File: config.mk
export PLATFORM = sky130hd
export DESIGN_NAME = ras_ctrl_flat
export DESIGN_NICKNAME = d
export VERILOG_FILES = /design/src/rtl/ras_ctrl_if.sv /design/src/rtl/ras_ctrl.sv /design/src/flat_wrapper.sv
export SDC_FILE = /design/constraint.sdc
export NUM_CORES = 1
export LEC_CHECK = 0
export CAP_MARGIN = 40
export CORE_UTILIZATION = 45
export CTS_CLUSTER_DIAMETER = 80
export CTS_CLUSTER_SIZE = 8
export DETAILED_ROUTE_END_ITERATION = 10
export PLACE_DENSITY = 0.86
export SYNTH_ARGS = -nofsm -noshare
export SYNTH_HDL_FRONTEND = slang
export SYNTH_SLANG_ARGS = --single-unit
File: constraint.sdc
create_clock -name clk -period 4.2 [get_ports clk]
set_input_delay 0.63 -clock clk [delete_from_list [all_inputs] [get_ports clk]]
set_output_delay 0.63 -clock clk [all_outputs]
set_load 0.005 [all_outputs]
File: src/rtl/ras_ctrl_if.sv
// Dispatch / RAS / CDB / redirect bundle for ras_ctrl.
// The master drives requests and results; the slave is the controller.
interface ras_ctrl_if #(
  parameter int unsigned RAS_WIDTH = 32,
  parameter int unsigned TAG_WIDTH = 5
);
  logic                 du_jal_req;
  logic [RAS_WIDTH-1:0] du_jal_ret_addr;
  logic                 du_jal_ready;
  logic                 du_jr31_req;
  logic [TAG_WIDTH-1:0] du_jr31_rob_tag;
  logic                 du_jr31_ready;
  logic [RAS_WIDTH-1:0] du_jr31_pred_addr;
  logic                 du_jr31_pred_valid;
  logic                 ras_push;
  logic [RAS_WIDTH-1:0] ras_push_din;
  logic                 ras_pop;
  logic [RAS_WIDTH-1:0] ras_top_dout;
  logic                 cdb_jr31_valid;
  logic [TAG_WIDTH-1:0] cdb_jr31_rob_tag;
  logic [RAS_WIDTH-1:0] cdb_jr31_target;
  logic                 cdb_flush;
  logic                 ctrl_mispredict;
  logic [RAS_WIDTH-1:0] ctrl_redirect_addr;
  logic                 ctrl_trk_full;

  modport master (
    output du_jal_req, du_jal_ret_addr, du_jr31_req, du_jr31_rob_tag, ras_top_dout,
           cdb_jr31_valid, cdb_jr31_rob_tag, cdb_jr31_target, cdb_flush,
    input  du_jal_ready, du_jr31_ready, du_jr31_pred_addr, du_jr31_pred_valid, ras_push,
           ras_push_din, ras_pop, ctrl_mispredict, ctrl_redirect_addr, ctrl_trk_full
  );

  modport slave (
    input  du_jal_req, du_jal_ret_addr, du_jr31_req, du_jr31_rob_tag, ras_top_dout,
           cdb_jr31_valid, cdb_jr31_rob_tag, cdb_jr31_target, cdb_flush,
    output du_jal_ready, du_jr31_ready, du_jr31_pred_addr, du_jr31_pred_valid, ras_push,
           ras_push_din, ras_pop, ctrl_mispredict, ctrl_redirect_addr, ctrl_trk_full
  );
endinterface

File: src/rtl/ras_ctrl.sv
// Return-address-stack front-end controller: issues ras push/pop for jal/jr31, tracks in-flight
// jr31 predictions by ROB tag and flags mispredicts against the CDB-resolved target.
module ras_ctrl #(
  parameter int unsigned RAS_WIDTH   = 32,
  parameter int unsigned RAS_DEPTH   = 4,
  parameter int unsigned TRK_DEPTH   = 4,
  parameter int unsigned TAG_WIDTH   = 5,
  parameter int unsigned RECOVER_CYC = 2
) (
  input  logic       clk,
  input  logic       reset,
  ras_ctrl_if.slave  bus
);

  localparam int unsigned CntW  = $clog2(RAS_DEPTH + 1);
  localparam int unsigned RcW   = (RECOVER_CYC > 1) ? $clog2(RECOVER_CYC) : 1;
  localparam int unsigned SlotW = (TRK_DEPTH > 1) ? $clog2(TRK_DEPTH) : 1;

  typedef enum logic [0:0] {StRun, StRecover} state_e;

  state_e               state_q, state_d;
  logic [RcW-1:0]       rc_q, rc_d;
  logic [CntW-1:0]      cnt_q, cnt_d;
  logic [TRK_DEPTH-1:0] trk_valid_q, trk_valid_d;
  logic [TRK_DEPTH-1:0] trk_pv_q;
  logic [TAG_WIDTH-1:0] trk_tag_q  [TRK_DEPTH];
  logic [RAS_WIDTH-1:0] trk_addr_q [TRK_DEPTH];
  logic                 misp_q, misp_d;
  logic [RAS_WIDTH-1:0] redir_q, redir_d;

  logic                 jal_rdy, jr_rdy, jal_acc, jr_acc;
  logic                 pred_valid, trk_full;
  logic [RAS_WIDTH-1:0] pred_addr;
  logic [SlotW-1:0]     alloc_idx, hit_idx;
  logic                 alloc_ok, hit, resolve;

  // FSM state register
  always_ff @(posedge clk or posedge reset) begin
    if (reset) begin
      state_q <= StRun;
      rc_q    <= '0;
    end else begin
      state_q <= state_d;
      rc_q    <= rc_d;
    end
  end

  // FSM next state: flush (re)enters recovery from either state
  always_comb begin
    state_d = state_q;
    rc_d    = rc_q;
    if (bus.cdb_flush) begin
      state_d = StRecover;
      rc_d    = RcW'(RECOVER_CYC - 1);
    end else if (state_q == StRecover) begin
      if (rc_q == '0) state_d = StRun;
      else            rc_d    = rc_q - 1'b1;
    end
  end

  // FSM outputs; jal has priority over jr31, and nothing is accepted alongside a flush
  always_comb begin
    jal_rdy    = (state_q == StRun) & ~bus.cdb_flush;
    jr_rdy     = jal_rdy & ~trk_full & ~bus.du_jal_req;
    jal_acc    = bus.du_jal_req & jal_rdy & ~reset;
    jr_acc     = bus.du_jr31_req & jr_rdy & ~reset;
    pred_valid = (cnt_q != '0);
    pred_addr  = pred_valid ? bus.ras_top_dout : '0;

    bus.du_jal_ready       = jal_rdy;
    bus.du_jr31_ready      = jr_rdy;
    bus.du_jr31_pred_valid = pred_valid;
    bus.du_jr31_pred_addr  = pred_addr;
    bus.ras_push           = jal_acc;
    bus.ras_push_din       = bus.du_jal_ret_addr;
    bus.ras_pop            = jr_acc & pred_valid;
    bus.ctrl_mispredict    = misp_q;
    bus.ctrl_redirect_addr = redir_q;
    bus.ctrl_trk_full      = trk_full;
  end

  assign trk_full = &trk_valid_q;

  // Lowest free slot for allocation and CDB tag match, both on start-of-cycle valids
  always_comb begin
    alloc_idx = '0;
    alloc_ok  = 1'b0;
    hit_idx   = '0;
    hit       = 1'b0;
    for (int i = 0; i < int'(TRK_DEPTH); i++) begin
      if (!trk_valid_q[i] && !alloc_ok) begin
        alloc_idx = SlotW'(i);
        alloc_ok  = 1'b1;
      end
      if (trk_valid_q[i] && !hit && (trk_tag_q[i] == bus.cdb_jr31_rob_tag)) begin
        hit_idx = SlotW'(i);
        hit     = 1'b1;
      end
    end
  end

  always_comb begin
    resolve = bus.cdb_jr31_valid & hit & ~bus.cdb_flush;
    misp_d  = resolve &
              (~trk_pv_q[hit_idx] | (trk_addr_q[hit_idx] != bus.cdb_jr31_target));
    redir_d = misp_d ? bus.cdb_jr31_target : redir_q;

    trk_valid_d = trk_valid_q;
    if (bus.cdb_flush) begin
      trk_valid_d = '0;
    end else begin
      if (resolve)             trk_valid_d[hit_idx]   = 1'b0;
      if (jr_acc && alloc_ok)  trk_valid_d[alloc_idx] = 1'b1;
    end

    // Saturate at RAS_DEPTH: a push into a full ras overwrites the oldest entry
    cnt_d = cnt_q;
    if (jal_acc) begin
      if (cnt_q != CntW'(RAS_DEPTH)) cnt_d = cnt_q + 1'b1;
    end else if (jr_acc && pred_valid) begin
      cnt_d = cnt_q - 1'b1;
    end
  end

  always_ff @(posedge clk or posedge reset) begin
    if (reset) begin
      cnt_q       <= '0;
      trk_valid_q <= '0;
      misp_q      <= 1'b0;
      redir_q     <= '0;
    end else begin
      cnt_q       <= cnt_d;
      trk_valid_q <= trk_valid_d;
      misp_q      <= misp_d;
      redir_q     <= redir_d;
    end
  end

  // Slot payload is only meaningful while its valid bit is set, so it needs no reset
  always_ff @(posedge clk) begin
    if (jr_acc && alloc_ok) begin
      trk_tag_q[alloc_idx]  <= bus.du_jr31_rob_tag;
      trk_addr_q[alloc_idx] <= pred_addr;
      trk_pv_q[alloc_idx]   <= pred_valid;
    end
  end

endmodule
File: src/flat_wrapper.sv
// flat-port wrapper written by rule: the top's interface ports become plain ports
module ras_ctrl_flat 
#(
  parameter int unsigned RAS_WIDTH   = 32,
  parameter int unsigned RAS_DEPTH   = 4,
  parameter int unsigned TRK_DEPTH   = 4,
  parameter int unsigned TAG_WIDTH   = 5,
  parameter int unsigned RECOVER_CYC = 2
)
  (clk, reset, bus_du_jal_req, bus_du_jal_ret_addr, bus_du_jr31_req, bus_du_jr31_rob_tag, bus_ras_top_dout, bus_cdb_jr31_valid, bus_cdb_jr31_rob_tag, bus_cdb_jr31_target, bus_cdb_flush, bus_du_jal_ready, bus_du_jr31_ready, bus_du_jr31_pred_addr, bus_du_jr31_pred_valid, bus_ras_push, bus_ras_push_din, bus_ras_pop, bus_ctrl_mispredict, bus_ctrl_redirect_addr, bus_ctrl_trk_full);
  ras_ctrl_if #(.RAS_WIDTH(RAS_WIDTH), .TAG_WIDTH(TAG_WIDTH)) bus_i ();
  input  logic clk;
  input  logic reset;
  input wire logic [$bits(bus_i.du_jal_req)-1:0] bus_du_jal_req;
  input wire logic [$bits(bus_i.du_jal_ret_addr)-1:0] bus_du_jal_ret_addr;
  input wire logic [$bits(bus_i.du_jr31_req)-1:0] bus_du_jr31_req;
  input wire logic [$bits(bus_i.du_jr31_rob_tag)-1:0] bus_du_jr31_rob_tag;
  input wire logic [$bits(bus_i.ras_top_dout)-1:0] bus_ras_top_dout;
  input wire logic [$bits(bus_i.cdb_jr31_valid)-1:0] bus_cdb_jr31_valid;
  input wire logic [$bits(bus_i.cdb_jr31_rob_tag)-1:0] bus_cdb_jr31_rob_tag;
  input wire logic [$bits(bus_i.cdb_jr31_target)-1:0] bus_cdb_jr31_target;
  input wire logic [$bits(bus_i.cdb_flush)-1:0] bus_cdb_flush;
  output wire logic [$bits(bus_i.du_jal_ready)-1:0] bus_du_jal_ready;
  output wire logic [$bits(bus_i.du_jr31_ready)-1:0] bus_du_jr31_ready;
  output wire logic [$bits(bus_i.du_jr31_pred_addr)-1:0] bus_du_jr31_pred_addr;
  output wire logic [$bits(bus_i.du_jr31_pred_valid)-1:0] bus_du_jr31_pred_valid;
  output wire logic [$bits(bus_i.ras_push)-1:0] bus_ras_push;
  output wire logic [$bits(bus_i.ras_push_din)-1:0] bus_ras_push_din;
  output wire logic [$bits(bus_i.ras_pop)-1:0] bus_ras_pop;
  output wire logic [$bits(bus_i.ctrl_mispredict)-1:0] bus_ctrl_mispredict;
  output wire logic [$bits(bus_i.ctrl_redirect_addr)-1:0] bus_ctrl_redirect_addr;
  output wire logic [$bits(bus_i.ctrl_trk_full)-1:0] bus_ctrl_trk_full;
  assign bus_i.du_jal_req = bus_du_jal_req;
  assign bus_i.du_jal_ret_addr = bus_du_jal_ret_addr;
  assign bus_i.du_jr31_req = bus_du_jr31_req;
  assign bus_i.du_jr31_rob_tag = bus_du_jr31_rob_tag;
  assign bus_i.ras_top_dout = bus_ras_top_dout;
  assign bus_i.cdb_jr31_valid = bus_cdb_jr31_valid;
  assign bus_i.cdb_jr31_rob_tag = bus_cdb_jr31_rob_tag;
  assign bus_i.cdb_jr31_target = bus_cdb_jr31_target;
  assign bus_i.cdb_flush = bus_cdb_flush;
  assign bus_du_jal_ready = bus_i.du_jal_ready;
  assign bus_du_jr31_ready = bus_i.du_jr31_ready;
  assign bus_du_jr31_pred_addr = bus_i.du_jr31_pred_addr;
  assign bus_du_jr31_pred_valid = bus_i.du_jr31_pred_valid;
  assign bus_ras_push = bus_i.ras_push;
  assign bus_ras_push_din = bus_i.ras_push_din;
  assign bus_ras_pop = bus_i.ras_pop;
  assign bus_ctrl_mispredict = bus_i.ctrl_mispredict;
  assign bus_ctrl_redirect_addr = bus_i.ctrl_redirect_addr;
  assign bus_ctrl_trk_full = bus_i.ctrl_trk_full;
  ras_ctrl #(.RAS_WIDTH(RAS_WIDTH), .RAS_DEPTH(RAS_DEPTH), .TRK_DEPTH(TRK_DEPTH), .TAG_WIDTH(TAG_WIDTH), .RECOVER_CYC(RECOVER_CYC)) u_core (.clk(clk), .reset(reset), .bus(bus_i));
endmodule
### Cells by drive strength

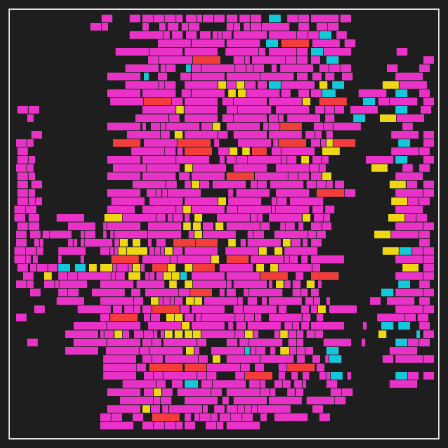
Key: red = drive 6 and up [cells 29, share 3.7%, most used clkbuf_16]; magenta = drive 1 or less [cells 646, share 82%, most used edfxtp_1]; yellow = drive 3 to 4 [cells 80, share 10%, most used buf_4]; cyan = drive 2 [cells 32, share 4.1%, most used mux2_2]
Syn-to-layout area delta: 30.8%
finished layout cell area: 0.0112 mm^2
final worst slack: 0.193 ns
layout buffer count excluding clock buffers: 219

### Register map, names as in the netlist

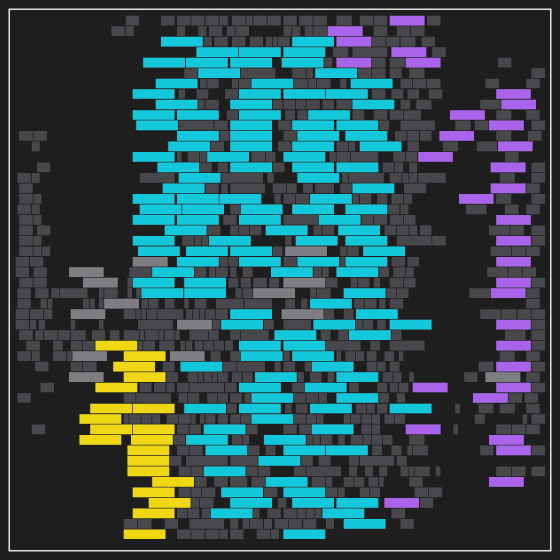
Key: purple = u_core.bus.ctrl_redirect_addr [flops 32, where a vertical strip on the right]; yellow = u_core.trk_tag_q [flops 20, where lower left]; cyan = u_core.trk_addr_q [flops 128]
Another 14 sequential cells are not colored.
register fraction of the total cell area: 50.0%
power dissipated in sequential cells: 2.24 mW
final standard cell utilization of the core: 60.0%
flip-flop and latch area: 0.00562 mm^2

### Local utilization

The die is cut into 14 by 14 equal tiles; black is low, pale yellow is high, 0 to 100% covered.
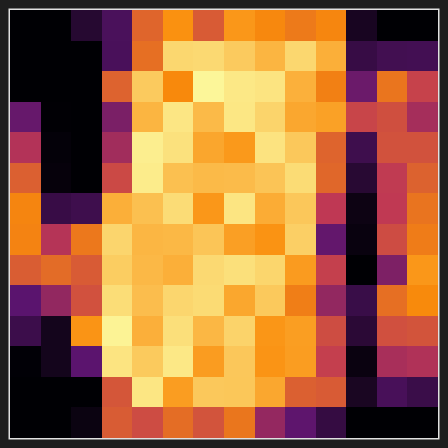
The emptiest ninth of the die: upper left. The mean over all tiles is 56%. 41% of the tiles are over 75% full.
Init Core Util: 45.9%
Placeable Area: 0.0187 mm^2

### Routing congestion

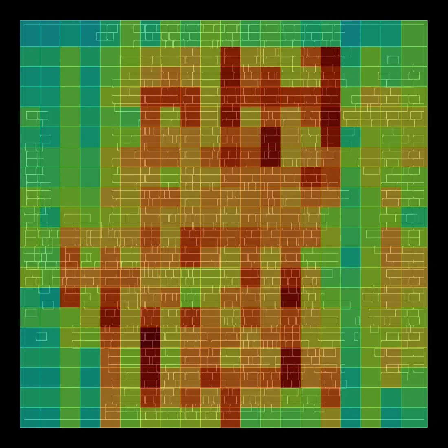
met3 Use GR: 4.92%
met1 track utilization from global routing: 30.5%

==> Changelog: implementation <==
### Physical design

* Run status: finished, final reports clean
* Critical Path Start Type: primary input
* Number of hold-repair buffers added at the cts stage at 0
* Worst path buffer plus inverter count at 4
* Footprint of the multi-input gates at roughly 0.0026 mm^2
* Worst min-delay path class: register to register
* Final count of hold timing violations at 0
* Clock group total power at 1.60 mW
* Number of cells in the yosys synthesis report at roughly 600
* Count of yosys warnings during synthesis at 0
* Met3 Wirelength at about 1800 um
* Worst-case hold slack at around 0.48 ns
* Number of nets with antenna violations after routing at 0
* Max-cap violations at 0
* Share of cells above drive strength 1 at 17.9%
* XORs/XNORs by Area at under 10%
* Power drawn by the combinational cells at roughly 0.67 mW
* Critical path, cell by cell: clkdlybuf4s50_1, xnor2_1, nand4_1, buf_4, nor2_2, buf_4, nor3b_1, or4_1, a211o_1, nor4_1, nand4_1, o21ai_4, buf_12, mux2_2
* Highest metal used: met4
* Dominant kind of combinational cell: AND-OR/OR-AND gates
* Total vias in the final route at 5961
* Data arrival time of the critical path at 4.33 ns
* Clock period minus worst slack at 4.01 ns
* Pin count of the biggest net entering global routing at ~43
* Worst setup path startpoint: bus_cdb_jr31_rob_tag[3]
* Clk ins delay skew pair at 0.44 ns
* Tap cell instance count at about 230
* VDD IR max at between 300 and 400 uV
* Number of enable flip-flop cells at between 150 and 200
* Clock Root Buffer: sky130_fd_sc_hd__clkbuf_16
* Number of gates resized after cts at 0
* DR vias/cell at 5.84
* Final HPWL DP at roughly 15000 um
* Number of failing setup endpoints in the final timing report at 0
* Adder-cell share of the synthesized area at less than 1%
* Top fanout value on the critical path at 16
* Multiplexer fraction of the synthesized cell area at 4.84%
* Count of pins over their slew limit at 0
* Reg2Reg Depth at 13
* GR met2 Demand/Resource at about two fifths
* Synthesized-area fraction occupied by ao, oa, aoi and oai cells at between 10% and 20%
* Post-layout power at around 4.5 mW
* Total power density per cell area at 402 mW/mm^2
No activity file was given, so power comes from the tool's default toggle rates.
